$ cat config.mk
export PLATFORM = sky130hd
export DESIGN_NAME = regfile_mp
export DESIGN_NICKNAME = d
export VERILOG_FILES = /design/src/rtl/regfile_mp.sv
export SDC_FILE = /design/constraint.sdc
export NUM_CORES = 2
export LEC_CHECK = 0
export CORE_MARGIN = 10
export CORE_UTILIZATION = 30
export DETAILED_ROUTE_END_ITERATION = 12
export GPL_TIMING_DRIVEN = 0
export SLEW_MARGIN = 25
export SYNTH_ARGS = -nofsm -noshare
export SYNTH_HDL_FRONTEND = slang
export SYNTH_SLANG_ARGS = --single-unit
export TNS_END_PERCENT = 1
$ cat constraint.sdc
create_clock -name clk -period 53.3 [get_ports clk]
set_input_delay 7.995 -clock clk [delete_from_list [all_inputs] [get_ports clk]]
set_output_delay 7.995 -clock clk [all_outputs]
set_load 0.03 [all_outputs]
$ cat src/rtl/regfile_mp.sv
// Multi-port register file: two write ports, NREAD registered read ports, hardwired r0, pending scoreboard.
// Latency: read data, valid and pending status appear 1 cycle after re; REGFILE_BYPASS_EN forwards same-edge writes.
// Backpressure: none; every port accepts one request per cycle unconditionally.
module regfile_mp #(
    parameter int AW    = 5,
    parameter int DW    = 32,
    parameter int NREAD = 2
) (
    input  logic                  clk,
    input  logic                  rst,
    input  logic [NREAD-1:0]      re,
    input  logic [NREAD*AW-1:0]   ra,
    output logic [NREAD*DW-1:0]   rd,
    output logic [NREAD-1:0]      rd_valid,
    output logic [NREAD-1:0]      rd_pend,
    input  logic                  wea,
    input  logic [AW-1:0]         waa,
    input  logic [DW-1:0]         wda,
    input  logic                  web,
    input  logic [AW-1:0]         wab,
    input  logic [DW-1:0]         wdb,
    input  logic                  rsv_en,
    input  logic [AW-1:0]         rsv_addr,
    output logic [(1<<AW)-1:0]    pend
);

    localparam int DEPTH = 1 << AW;

    logic [DW-1:0]    mem [DEPTH];
    logic [DEPTH-1:0] pend_q;
    logic [DEPTH-1:0] pend_nxt;

    logic wr_a_ok;
    logic wr_b_ok;
    logic rsv_ok;

    assign wr_a_ok = wea && (waa != '0);
    assign wr_b_ok = web && (wab != '0);
    assign rsv_ok  = rsv_en && (rsv_addr != '0);

    // Reserve is applied last: it belongs to a newer producer than any same-cycle writeback.
    always_comb begin
        pend_nxt = pend_q;
        if (wr_a_ok) begin
            pend_nxt[waa] = 1'b0;
        end
        if (wr_b_ok) begin
            pend_nxt[wab] = 1'b0;
        end
        if (rsv_ok) begin
            pend_nxt[rsv_addr] = 1'b1;
        end
    end

    always_ff @(posedge clk or posedge rst) begin
        if (rst) begin
            pend_q <= '0;
        end else begin
            pend_q <= pend_nxt;
        end
    end

    assign pend = pend_q;

    // Port B is assigned second so it wins an address collision.
    always_ff @(posedge clk or posedge rst) begin
        if (rst) begin
            for (int r = 0; r < DEPTH; r++) begin
                mem[r] <= '0;
            end
        end else begin
            if (wr_a_ok) begin
                mem[waa] <= wda;
            end
            if (wr_b_ok) begin
                mem[wab] <= wdb;
            end
        end
    end

    for (genvar i = 0; i < NREAD; i++) begin : g_rd
        logic [AW-1:0] addr;
        logic [DW-1:0] data;
        logic          pbit;
        logic [DW-1:0] rd_r;
        logic          pd_r;
        logic          vld_r;

        assign addr = ra[i*AW +: AW];

`ifdef REGFILE_BYPASS_EN
        logic hit_a;
        logic hit_b;

        assign hit_a = wr_a_ok && (waa == addr);
        assign hit_b = wr_b_ok && (wab == addr);

        always_comb begin
            data = mem[addr];
            if (hit_b) begin
                data = wdb;
            end else if (hit_a) begin
                data = wda;
            end
        end

        assign pbit = pend_nxt[addr];
`else
        assign data = mem[addr];
        assign pbit = pend_q[addr];
`endif

        always_ff @(posedge clk or posedge rst) begin
            if (rst) begin
                rd_r  <= '0;
                pd_r  <= 1'b0;
                vld_r <= 1'b0;
            end else begin
                vld_r <= re[i];
                if (re[i]) begin
                    rd_r <= data;
                    pd_r <= pbit;
                end
            end
        end

        assign rd[i*DW +: DW] = rd_r;
        assign rd_pend[i]     = pd_r;
        assign rd_valid[i]    = vld_r;
    end

endmodule

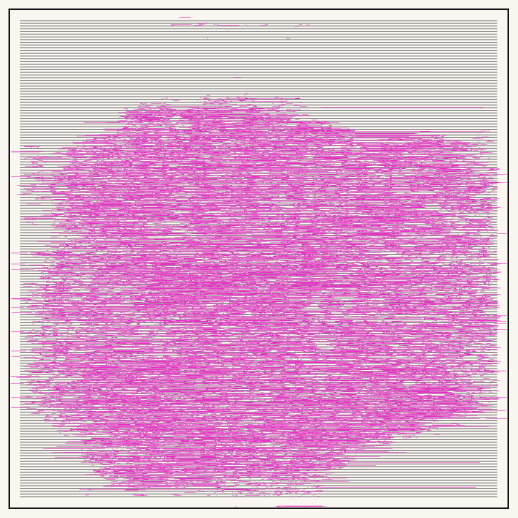
(images/met1.png)
(1 px per um) Supply wires on this layer in gray.
The layer carries 166 mm of wire. 7295 nets have wire on it.

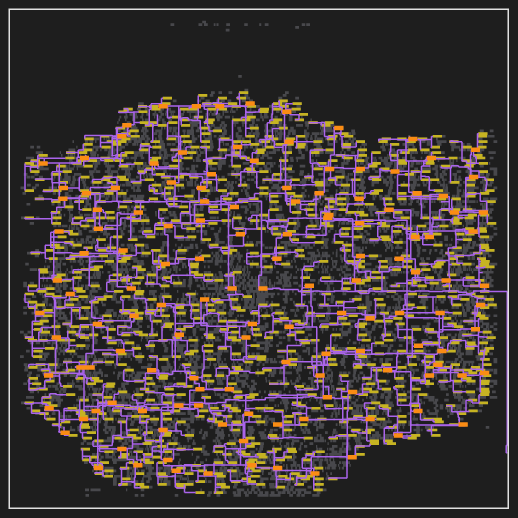
(images/clock_map.png)
(1 px per um)
Yellow is flip-flops, count 1124. Purple is clock wires, length 19100 um. Orange is cells driving clock nets, count 136.
There are 137 routed clock nets.
worst setup skew after layout: 51.20 ps
clk pwr: 0.993 mW
share of power burned in the clock network: 32.4%
clk latency late pin: 880 ps

==> impl_report.txt <==
==== FLOW RESULTS ====
----------------------------------------------------
[Outcome]
  Status ........................ completed

[Finish]
  Post-layout net count ........................ 7613
  Layout cells sized above 1 ........................ 10.77%
  Area growth from synthesis to layout ........................ 17.45%
  Logic share of the area ........................ 45.84%
  Most frequent standard cell in the layout excluding fill and tap cells ........................ sky130_fd_sc_hd__mux2i_1
  Final non-filler cell area ........................ 0.08034 mm2
  Flip-flop and latch area ........................ 0.02813 mm2
  Non-clock buffer count ........................ 1086
  Commonest cells after routing, fill and taps aside ........................ sky130_fd_sc_hd__mux2i_1 (1988), sky130_fd_sc_hd__dfrtp_1 (1124), sky130_fd_sc_hd__a21oi_1 (840), sky130_fd_sc_hd__nor2_1 (596), sky130_fd_sc_hd__a22oi_1 (528)
  Non-clock inverter instance count of the final layout ........................ 3
  Cell class with the largest area share ........................ multi-input combinational cells
  Sequential cell area share ........................ between 30% and 40%

[CTS]
  Sinks on the clock net ........................ 1124
  CTS hold repair buffers ........................ 0
  Count of buffers added by post-CTS timing repair for setup ........................ 0

[Floorplanning]
  Horizontal die dimension ........................ 497.5 um
  Initial Util ........................ between 30% and 40%
  Tap Cells ........................ roughly 3000
  Chip footprint ........................ 0.2475 mm2

[Placed design]
  Number of placed instances, taps included ........................ around 10000
  Weighted congestion reported at the end of routability-driven placement ........................ 1.036
  I/O Buffers ........................ 188

[Synth]
  Ranking of synthesized cells by instance count ........................ sky130_fd_sc_hd__mux2i_1 (1988), sky130_fd_sc_hd__dfrtp_1 (1124), sky130_fd_sc_hd__a21oi_1 (840)
  Count leader, synth ........................ sky130_fd_sc_hd__mux2i_1
  Cells after synthesis ........................ ~7100
  Ys async rst share ........................ 100.0%
  Flip-flop cell with the highest count after synthesis ........................ sky130_fd_sc_hd__dfrtp_1
  Post-synthesis share of cell area spent on full adders, half adders and majority gates ........................ 0%
  Xor/xnor share ........................ 0%
  Number of enable flip-flop cells ........................ 0
  YS warnings ........................ 0
  Unique cell type count in the Yosys netlist ........................ 37

[Power]
  Proportion of power drawn by flip-flops and latches ........................ a little over 40%
  Largest voltage drop on the vdd net ........................ 0.02511 mV
  Pwr per Cell Area ........................ 38.16 mW/mm2
  Reported combinational group power ........................ 0.809 mW
  Switching power total ........................ 1.109 mW
  Switching share of power ........................ between 30 and 40%
  Portion of total power attributed to combinational logic ........................ 26.4%
  Total Power Consumption ........................ between 3 and 4 mW

[Critical path]
  Cell breakdown of the critical path ........................ clkdlybuf4s50_1, nor2_1, buf_2, buf_1, a22oi_1, a21oi_1, nor4_1, mux2_2
  Crit path kind ........................ input pin to register
  Reg2Reg Launch Point ........................ mem[861]$_DFF_PP0_
  Critical path required time ........................ about 54000 ps
  Worst stage delay on the critical path ........................ 980 ps
  Critical Path Slowest Stage Cell ........................ sky130_fd_sc_hd__buf_1
  Stages on the worst setup path ........................ 8
  Buf/Inv on CP ........................ 3
  Worst R2R Setup Slack ........................ 50830 ps
  CP startpoint ........................ ra[6]

[GRT]
  GR peak layer ........................ met2
  Global-route wire length before repair ........................ ~600000 um
  Overall routing resource usage ........................ 35.31%
  Number of global-route vias before repair ........................ between 60000 and 70000
  Remaining Overflow, GRT ........................ 0
  Pin count of the biggest net entering global routing ........................ 93

[Timing]
  Least setup slack across all paths after layout ........................ 41490 ps
  Top achievable clock speed ........................ 84.67 MHz
  RSZ-0062 raised after global routing ........................ no
  Final hold slack ........................ 481.6 ps
  Minimum period implied by the final worst setup slack ........................ 11810 ps

[Routing]
  Number of routed nets with antenna violations ........................ 0
  Drc violations ........................ 0

[Job]
  Total number of warnings across the stage logs ........................ 28

[Worst hold path]
  Cell depth of the worst hold path ........................ 1
  Min-delay src ........................ mem[993]$_DFF_PP0_

----------------------------------------------------
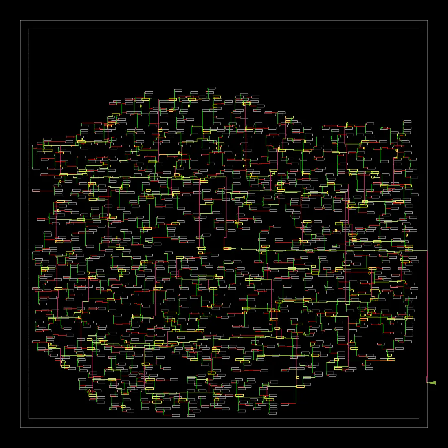
(images/final_clocks.png)
seq_cells: 1124
Layout clock buffers: 194
number of CTS-inserted buffers: 136

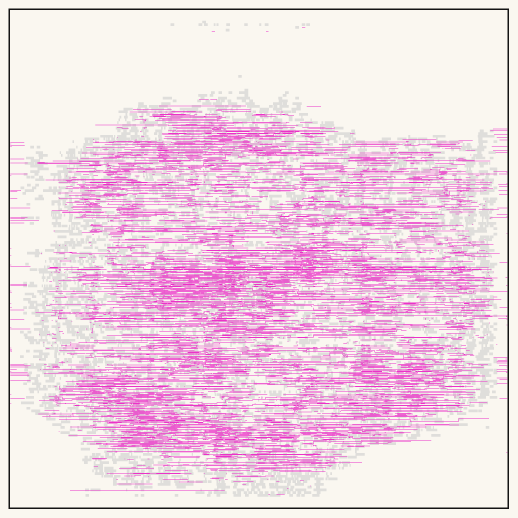
(images/met3.png)
(1 px per um)
The longest straight run is 183 um. 1382 nets have wire on it. The wires run mostly horizontal.
met3 Resource Use GR: 17.84%
aggregate routed wire length: 461000 um
total via count after detailed routing: 70333

Power figures rest on the tool's default switching activity, not on a simulated workload.
